### src/rtl/bus_pkg.sv
// Shared constants, widths and FSM state encoding for the bus master interface unit.
package bus_pkg;

  localparam logic READ     = 1'b1;
  localparam logic WRITE    = 1'b0;
  localparam logic ENABLE_  = 1'b0;
  localparam logic DISABLE_ = 1'b1;

  localparam int WORD_ADDR_W = 30;
  localparam int WORD_DATA_W = 32;

  typedef enum logic [1:0] {
    IDLE   = 2'd0,
    REQ    = 2'd1,
    ACCESS = 2'd2,
    WAIT   = 2'd3
  } state_t;

endpackage

### src/rtl/bus_if_if.sv
// Master-slot bus signals between one bus_if unit and the shared arbiter/mux fabric.
interface bus_if_if;
  import bus_pkg::*;

  logic                   bus_req_;
  logic                   bus_grnt_;
  logic [WORD_ADDR_W-1:0] bus_addr;
  logic                   bus_as_;
  logic                   bus_rw;
  logic [WORD_DATA_W-1:0] bus_wr_data;
  logic [WORD_DATA_W-1:0] bus_rd_data;
  logic                   bus_rdy_;

  modport master (
    output bus_req_, bus_addr, bus_as_, bus_rw, bus_wr_data,
    input  bus_grnt_, bus_rd_data, bus_rdy_
  );

  modport slave (
    input  bus_req_, bus_addr, bus_as_, bus_rw, bus_wr_data,
    output bus_grnt_, bus_rd_data, bus_rdy_
  );

endinterface

### src/rtl/bus_if.sv
// Bus master interface unit: runs request/grant/strobe/ready for one CPU word access,
// returns read data, stalls the CPU, and aborts via watchdog when no slave answers.
module bus_if
  import bus_pkg::*;
#(
  parameter int unsigned TIMEOUT_CYC = 255
) (
  input  logic                   clk,
  input  logic                   reset,
  input  logic                   cpu_as_,
  input  logic                   cpu_rw,
  input  logic [WORD_ADDR_W-1:0] cpu_addr,
  input  logic [WORD_DATA_W-1:0] cpu_wr_data,
  input  logic                   cpu_stall,
  input  logic                   cpu_flush,
  output logic [WORD_DATA_W-1:0] cpu_rd_data,
  output logic                   cpu_busy,
  output logic                   cpu_err,
  bus_if_if.master               bus
);

  state_t      state, next_state;
  logic [15:0] cnt;
  logic        launch;
  logic        granted;
  logic        done;
  logic        timeout;

  assign launch  = (state == IDLE) && (cpu_as_ == ENABLE_) && !cpu_flush;
  assign granted = (state == REQ) && (bus.bus_grnt_ == ENABLE_);
  assign done    = (state == ACCESS) && (bus.bus_rdy_ == ENABLE_);
  assign timeout = (state == ACCESS) && (bus.bus_rdy_ == DISABLE_) &&
                   (cnt == 16'(TIMEOUT_CYC - 1));

  always_ff @(posedge clk or negedge reset) begin
    if (!reset) state <= IDLE;
    else        state <= next_state;
  end

  always_comb begin
    next_state = state;
    case (state)
      IDLE:    if (launch)  next_state = REQ;
      REQ:     if (granted) next_state = ACCESS;
      ACCESS:  if (done || timeout) next_state = cpu_stall ? WAIT : IDLE;
      WAIT:    if (!cpu_stall) next_state = IDLE;
      default: next_state = IDLE;
    endcase
  end

  always_comb begin
    cpu_busy = 1'b0;
    case (state)
      IDLE:    cpu_busy = launch;
      REQ:     cpu_busy = 1'b1;
      ACCESS:  cpu_busy = (bus.bus_rdy_ == DISABLE_) && !timeout;
      default: cpu_busy = 1'b0;
    endcase
  end

  // Registered bus/CPU outputs and the watchdog counter.
  always_ff @(posedge clk or negedge reset) begin
    if (!reset) begin
      bus.bus_req_    <= DISABLE_;
      bus.bus_as_     <= DISABLE_;
      bus.bus_rw      <= READ;
      bus.bus_addr    <= '0;
      bus.bus_wr_data <= '0;
      cpu_rd_data     <= '0;
      cpu_err         <= 1'b0;
      cnt             <= '0;
    end else begin
      cpu_err     <= timeout;
      bus.bus_as_ <= granted ? ENABLE_ : DISABLE_;
      if (launch) begin
        bus.bus_addr    <= cpu_addr;
        bus.bus_rw      <= cpu_rw;
        bus.bus_wr_data <= cpu_wr_data;
        bus.bus_req_    <= ENABLE_;
      end
      if (granted) cnt <= '0;
      if (done) begin
        if (bus.bus_rw == READ) cpu_rd_data <= bus.bus_rd_data;
        bus.bus_req_ <= DISABLE_;
      end else if (timeout) begin
        cpu_rd_data  <= '0;
        bus.bus_req_ <= DISABLE_;
      end else if (state == ACCESS) begin
        cnt <= cnt + 16'd1;
      end
    end
  end

endmodule

### src/flat_wrapper.sv
// flat-port wrapper written by rule: the top's interface ports become plain ports
module bus_if_flat import bus_pkg::*;
#(
  parameter int unsigned TIMEOUT_CYC = 255
)
  (clk, reset, cpu_as_, cpu_rw, cpu_addr, cpu_wr_data, cpu_stall, cpu_flush, cpu_rd_data, cpu_busy, cpu_err, bus_bus_req_, bus_bus_addr, bus_bus_as_, bus_bus_rw, bus_bus_wr_data, bus_bus_grnt_, bus_bus_rd_data, bus_bus_rdy_);
  bus_if_if bus_i ();
  input  logic clk;
  input  logic reset;
  input  logic cpu_as_;
  input  logic cpu_rw;
  input  logic [WORD_ADDR_W-1:0] cpu_addr;
  input  logic [WORD_DATA_W-1:0] cpu_wr_data;
  input  logic cpu_stall;
  input  logic cpu_flush;
  output logic [WORD_DATA_W-1:0] cpu_rd_data;
  output logic cpu_busy;
  output logic cpu_err;
  output wire logic [$bits(bus_i.bus_req_)-1:0] bus_bus_req_;
  output wire logic [$bits(bus_i.bus_addr)-1:0] bus_bus_addr;
  output wire logic [$bits(bus_i.bus_as_)-1:0] bus_bus_as_;
  output wire logic [$bits(bus_i.bus_rw)-1:0] bus_bus_rw;
  output wire logic [$bits(bus_i.bus_wr_data)-1:0] bus_bus_wr_data;
  input wire logic [$bits(bus_i.bus_grnt_)-1:0] bus_bus_grnt_;
  input wire logic [$bits(bus_i.bus_rd_data)-1:0] bus_bus_rd_data;
  input wire logic [$bits(bus_i.bus_rdy_)-1:0] bus_bus_rdy_;
  assign bus_bus_req_ = bus_i.bus_req_;
  assign bus_bus_addr = bus_i.bus_addr;
  assign bus_bus_as_ = bus_i.bus_as_;
  assign bus_bus_rw = bus_i.bus_rw;
  assign bus_bus_wr_data = bus_i.bus_wr_data;
  assign bus_i.bus_grnt_ = bus_bus_grnt_;
  assign bus_i.bus_rd_data = bus_bus_rd_data;
  assign bus_i.bus_rdy_ = bus_bus_rdy_;
  bus_if #(.TIMEOUT_CYC(TIMEOUT_CYC)) u_core (.clk(clk), .reset(reset), .cpu_as_(cpu_as_), .cpu_rw(cpu_rw), .cpu_addr(cpu_addr), .cpu_wr_data(cpu_wr_data), .cpu_stall(cpu_stall), .cpu_flush(cpu_flush), .cpu_rd_data(cpu_rd_data), .cpu_busy(cpu_busy), .cpu_err(cpu_err), .bus(bus_i));
endmodule
### config.mk
export PLATFORM = sky130hd
export DESIGN_NAME = bus_if_flat
export DESIGN_NICKNAME = d
export VERILOG_FILES = /design/src/rtl/bus_pkg.sv /design/src/rtl/bus_if_if.sv /design/src/rtl/bus_if.sv /design/src/flat_wrapper.sv
export SDC_FILE = /design/constraint.sdc
export NUM_CORES = 1
export LEC_CHECK = 0
export CORE_AREA = 2 2 128 130
export DETAILED_ROUTE_END_ITERATION = 7
export DIE_AREA = 0 0 130 132
export GPL_ROUTABILITY_DRIVEN = 0
export SYNTH_ARGS = -nofsm -noshare
export SYNTH_HDL_FRONTEND = slang
export SYNTH_SLANG_ARGS = --single-unit
### constraint.sdc
create_clock -name clk -period 4 [get_ports clk]
set_clock_uncertainty 0.1 [all_clocks]
set_input_delay 0.8 -clock clk [delete_from_list [all_inputs] [get_ports clk]]
set_output_delay 0.8 -clock clk [all_outputs]
set_load 0.005 [all_outputs]
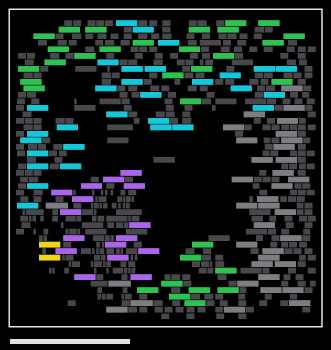
run_1/ff_map.png
Scale bar: 50 µm. Other sequential cells in the stronger gray, the rest of the logic in the fainter gray.
signal	color	placed flops
u_core.state	yellow	2
u_core.bus.bus_addr	cyan	30
u_core.bus.bus_wr_data	green	32
u_core.cnt	purple	16
not colored	36
post-layout util: 47.0%
power in sequential cells: 1.96 mW
sequential share of cell area: 39.3%
FF+latch area: 2910 µm²

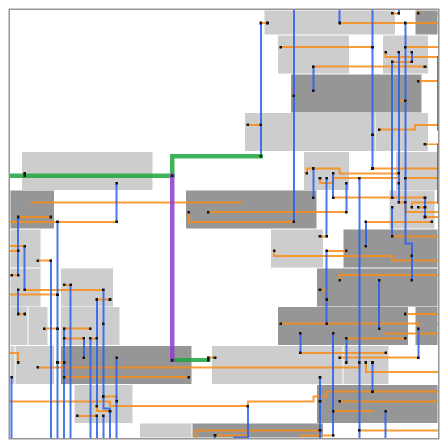
run_1/closeup.png
Region (82, 18) to (112, 48) µm. Cells in gray, sequential cells in the stronger gray; small squares are vias.
layer	color
M3	green
M4	purple
M1	orange
M2	blue
most frequent	dfrtp_1 (7), clkdlybuf4s50_1 (5)
sequential cells in the window	7
netlist names of flops here include	u_core.cpu_rd_data (6), u_core.bus.bus_wr_data (1)
cells with their middle in the window	26

==> run summary, run 1 <==
Latest figures from synthesis and place and route.

The number of buffers created by CTS is 17. The floorplan core area is roughly 16000 µm². The kind of launch point of the worst setup path is a flip-flop.

Per the cell usage report, the commonest logic cells after layout are clkdlybuf4s50_1, dfrtp_1, mux2_2. The report lists the number of cells resized after CTS as 0. Looking at the reg2reg group, the worst path starts from u_core.cnt[0]. The most instantiated library cell after synthesis is dfrtp_1. The H-tree depth is 4. Of the total synthesized cell area, the portion taken by full adders, half adders and majority gates is less than 1%. The run finished with clean final reports. Per the Yosys statistics, synthesis produced 326 cells.

The post-route met1 wirelength is ~5.1 mm. Setup repair after global routing left no endpoint under its margin. The number of sequential cells in the layout is between 100 and 150. The number of maximum-capacitance violations recorded for the run is 0. The number of hold buffers added after CTS was 0. In the synthesized netlist the async set-or-reset flop fraction comes to 100%. Global routing consumed, on the met3 layer, 5.56% of the routing resources. The clock network takes up around 7.7% of total cell area after layout. The area figure in the yosys stat output is 4650 µm². The fraction of the yosys area taken by sequential cells is 62.5%. Looking at hold timing, the worst path starts from u_core.bus.bus_req_.
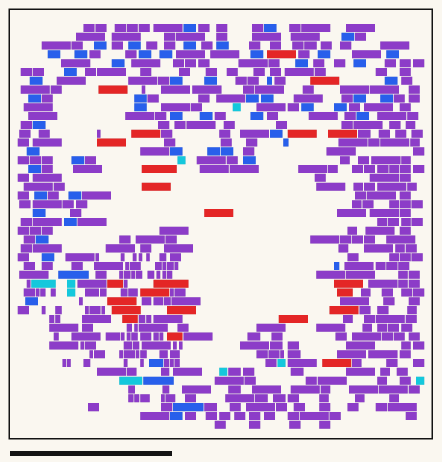
run_1/sizing.png
Scale bar: 50 µm.
size	color	cells	share
x3 and x4	cyan	9	1.7%
x1 and smaller	purple	450	83%
x2	blue	59	11%
x6 and larger	red	23	4.3%
total of plain and repair buffers excluding clock buffers: 206
min setup slack post-route: 526 ps
post-synthesis to final-layout area growth: 58.8%
Finished Cell Area: 7390 µm²

run 1: power by group:
part	total [mW]	internal (mW)	switching (mW)	leakage [nW]
clock network	1.46	0.968	0.495	0.282
registers	1.96	1.68	0.278	1.43
logic	1.90	1.30	0.593	1.43
total	5.32	3.96	1.37	3.14
run 1: registers in the layout (all words and copies together), names as in the netlist:
| signal | flops |
|---|---|
| u_core.cpu_rd_data | 32 |
| u_core.cnt | 16 |
| u_core.state | 2 |
| u_core.bus.bus_rw | 1 |
| u_core.bus.bus_addr | 30 |
| u_core.bus.bus_as_ | 1 |
| u_core.bus.bus_req_ | 1 |
| u_core.bus.bus_wr_data | 32 |
| u_core.cpu_err | 1 |
run_1/clock_nets.png
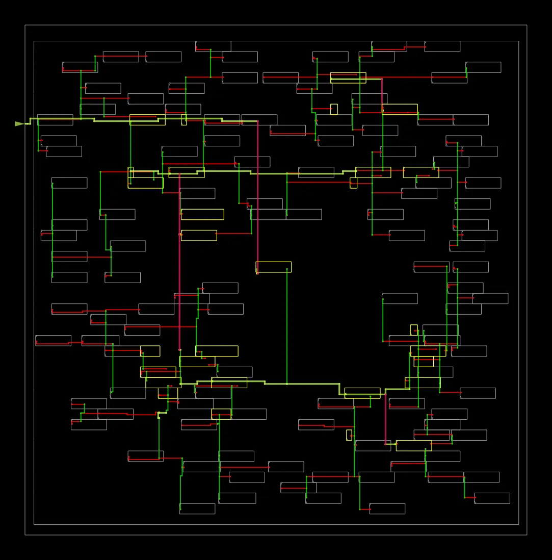

## Run 2: what changed since run 1
--- a/config.mk
+++ b/config.mk
@@ -9,6 +9,7 @@
 export DETAILED_ROUTE_END_ITERATION = 7
 export DIE_AREA = 0 0 130 132
 export GPL_ROUTABILITY_DRIVEN = 0
+export MAX_ROUTING_LAYER = met4
 export SYNTH_ARGS = -nofsm -noshare
 export SYNTH_HDL_FRONTEND = slang
 export SYNTH_SLANG_ARGS = --single-unit
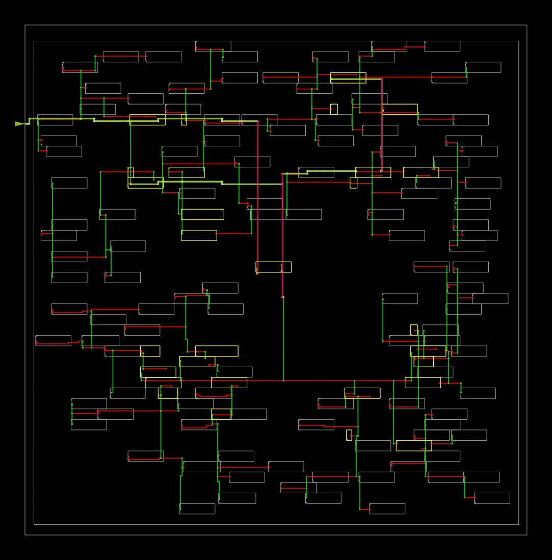
run_2/clock_nets.png
Inserted Clock Buffers: 17
TritonCTS Sinks: 116

==> run 2 against run 1 <==
  * Via count grew 0.58%
  * Worst setup slack worse by 16 ps
  * Sequential share of layout area did not move
  * Critical endpoint unchanged
  * Largest power group unchanged
  * Die area is the same
  * Count of clock-buffer cells in the layout unchanged
  * Final cell count unchanged
  * Clock power about the same
  * Power hardly changed
  * Global-route usage up 0.39 points
  * Flip-flop count unchanged
  * Synthesized cell count is the same
  * Highest routed layer unchanged
  * Largest cell class unchanged
==> run summary, run 2 <==
Latest figures from synthesis and place and route.

The top cell types in the final layout, fill and taps aside, are clkdlybuf4s50_1, dfrtp_1, mux2_2. The number of flops mapped to enable cells by yosys is 0. Yosys stat counts 326 cells in the synthesized netlist. For this run, the slowest stage of the critical path takes 490 ps. The most instantiated library cell after synthesis is dfrtp_1. At the end of the flow the core is filled with cells to between 40% and 50%. The warning count from the yosys run is 0. The global-route wire length before repair is 18.4 mm. The post-route met1 wirelength is 5.26 mm.

Hold timing on the final database bottoms out at a slack of between 300 and 400 ps. For this run, asynchronously set or reset flops after synthesis account for 100%. The flow ran to the end, and the final reports show no timing, DRC or antenna violations. The leakage dissipation is 3.14 nW. The clock tree synthesis step divided the H-tree into 4 levels. The critical path is of the flip-flop to output port type. The arrival time of data at the worst endpoint is listed as 2590 ps.

Per the timing report, the most critical flop-to-flop path originates at u_core.cnt[0]. After clock tree synthesis, the setup repair step added 0 buffers. Across the run, the number of max-cap violations was 0. The floorplan core area is 15700 µm². The report puts the hold buffer count at CTS at 0.

The worst hold path begins at u_core.bus.bus_req_. A synthesized cell averages 14.3 µm². The number of resized instances in the post-cts repair step is 0. The area growth from synthesis to layout is 58.8%.

The worst setup path is launched from a flip-flop. In the synthesis report, Yosys lists the chip area as 4650 µm². The worst path meets setup with 511 ps of slack. Setup repair after global routing left no endpoint under its margin. Sequential elements use 62.5% of the synthesized area. The final design instance area without fill is 7390 µm². The share of synthesized cell area in full adder, half adder and majority cells is less than 1%.
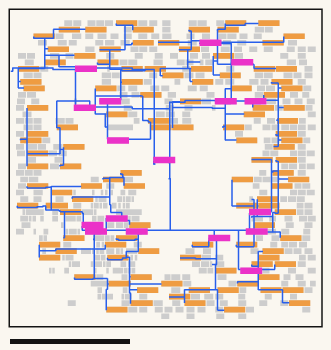
run_2/clock_wires.png
Scale bar: 50 µm.
[clock wires] blue | length: 1650 µm
[clock-net drivers] magenta | count: 17
[flip-flops] orange | count: 116
flops lie	spread over the die
routed clock nets	18

## run 2: final cells by class
type                       instances  area, µm²
tap                              216        270
clock inverter                     5       75.1
timing repair buffer             206       2040
multi-input combinational        187       1590
inverter                           3       11.3
sequential                       116       2910
fill                            1446       8330
clock buffer                      24        492
## run 2: worst max path at each step
stage | start | to | slack (ps) | depth (start not counted)
CTS | u_core.cnt[2] | cpu_busy | 490 | 5
detailed placement | bus_bus_rdy_ | cpu_busy | 550 | 5
floorplan | bus_bus_rdy_ | cpu_busy | 1660 | 4
finish | u_core.cnt[2] | cpu_busy | 510 | 5
global route | u_core.cnt[2] | cpu_busy | 320 | 5
global placement | bus_bus_rdy_ | cpu_busy | 580 | 5
## run 2: power by group
part	internal [mW]	switching, mW
Sequential	1.68	0.277
Combinational	1.30	0.596
Clock	0.969	0.495
Total	3.96	1.37
## Run 3: what changed since run 2
--- a/config.mk
+++ b/config.mk
@@ -6,10 +6,12 @@
 export NUM_CORES = 1
 export LEC_CHECK = 0
 export CORE_AREA = 2 2 128 130
+export CTS_BUF_LIST = sky130_fd_sc_hd__clkbuf_8
 export DETAILED_ROUTE_END_ITERATION = 7
 export DIE_AREA = 0 0 130 132
 export GPL_ROUTABILITY_DRIVEN = 0
 export MAX_ROUTING_LAYER = met4
+export PLACE_DENSITY = 0.58
 export SYNTH_ARGS = -nofsm -noshare
 export SYNTH_HDL_FRONTEND = slang
 export SYNTH_SLANG_ARGS = --single-unit
==> run 3 against run 2 <==
  * Clock power shrank 32%
  * Hold slack lost 55 ps
  * Flip-flop count is the same
  * Combinational power is essentially flat
  * Largest power group unchanged
  * Critical path type is now primary input to output port
  * Power shrank 9.0%
  * Largest cell class unchanged
==> run summary, run 3 <==
Latest figures from synthesis and place and route.

The flow ran to the end, and the final reports show no timing, DRC or antenna violations. In the Yosys report the total cell count is 326. The fraction of power consumed by combinational cells is 38.9%.

Once layout is complete, the utilization of the core stands at 45.7%. The internal power of the cells totals about 3.5 mW. The number of flops mapped to enable cells by yosys is 0. Compared with the post-synthesis result, the final layout area differs by 54.4%. The number of resized instances in the post-cts repair step is 0.

The layout report gives the multi-input gate share of total cell area as roughly 22%. The clock net in this run drives a total of 116 sinks. The count of multi-input combinational gates is 187.

The report counts max-capacitance violations totalling 0. For the worst reg-to-reg path, the startpoint reported by OpenROAD is u_core.state[1]. The post-CTS setup repair buffer count is 0.

The warning count from the yosys run is 0. The total number of tap cells is 216. For reference, full adder, half adder and majority cells occupy less than 1% of the area reported after synthesis. The number of inserted filler cells in the final layout is 1436. The analysis attributes to cell leakage a power of 3.04 nW.

Yosys instantiated no cell more often than dfrtp_1. The post-route report lists met1 wire length as 4.97 mm. For this run, the detailed router reports a per-instance via density of ~4.5. The first global-routing pass estimated approximately 19 mm of wire. The count of warning messages emitted by the tools is 27. The sequential group share of total power is 40.6%. The kind of launch point of the worst setup path is a primary input. The post-synthesis async set-or-reset flop share is 100%. Dividing the synthesized area by the synthesized cell count gives 14.3 µm². The registers reported with the highest flop counts are u_core.bus.bus_wr_data x32, u_core.cpu_rd_data x32, u_core.bus.bus_addr x30. The floorplan net count is 430.

The critical path's largest stage delay is ~560 ps. For the completed layout, the total cell area is recorded as 7180 µm². Among all cell classes, the greatest summed area belongs to flip-flops and latches. The most critical setup path has its endpoint at cpu_busy. Before placement the cells fill 29.6% of the core. The final worst-path setup slack is 539 ps. Leaving out buffers and inverters, the combinational logic in the layout accounts for 1590 µm².

The final layout report lists a non-clock buffer count of a little over 200. The type of the worst setup path is primary input to output port. The total stage count of the critical path is 5. The critical path data arrival time is 2560 ps.

The fraction of the yosys area taken by sequential cells is a little over three fifths. The power report puts the net switching power at 1.33 mW. The fraction of area in non-clock buffers is between 20 and 30%. The cts-stage hold buffer count is 0.

Looking at the clock tree report, the H-tree level count equals 4. In the final layout, clock buffers and inverters account for 4.98% of the cell area.
run 3: cell types whose count changed in the layout (fill, tap and decap cells not counted), sizes merged:
| cell | change |
|---|---|
| buf | -3 |
| clkbuf | -7 |
| clkinv | +3 |
| clkinvlp | +3 |
| inv | +3 |
run 3: power groups by stage:
stage | Combinational (mW) | Sequential [mW] | Clock [mW]
6_report | 1.89 | 1.97 | 0.995
4_1_cts | 1.93 | 1.98 | 1.04
5_1_grt | 2.04 | 2.04 | 1.09
2_1_floorplan | 0.679 | 1.99 | 0
3_3_place_gp | 1.88 | 1.98 | 0
3_5_place_dp | 1.92 | 1.99 | 0
run 3: per-layer routing:
layer | global-route usage (%) | vias up
met5 | - | -
met4 | 5.97 | 0
met3 | 4.55 | 13
met2 | 21.9 | 132
met1 | 17.2 | 1683
li1 | - | 1593
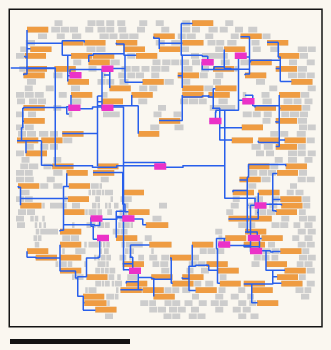
run_3/clock_wires.png
Scale bar: 50 µm.
[clock-net drivers] magenta | count: 17
[clock wires] blue | length: 1610 µm
[flip-flops] orange | count: 116
flops lie	spread over the die
routed clock nets	18
clock group power: 0.995 mW
clock latency at the later pin of the worst-skew pair: 420 ps
fraction of power consumed by the clock network: 20.5%

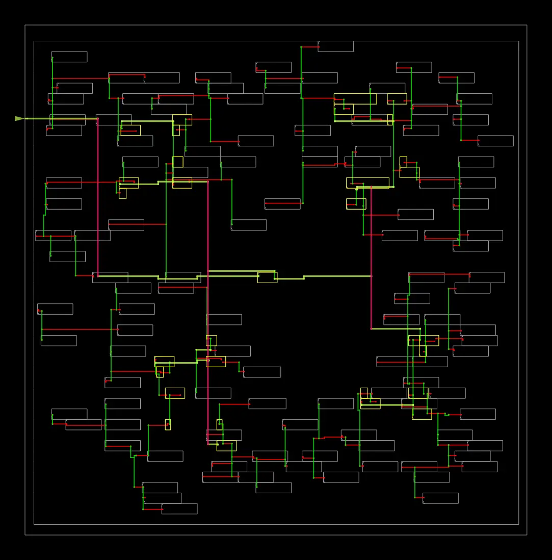
run_3/clock_nets.png
number of sequential cells in the layout: 116
clock buf count: 17

No activity file was given, so power comes from the tool's default toggle rates.
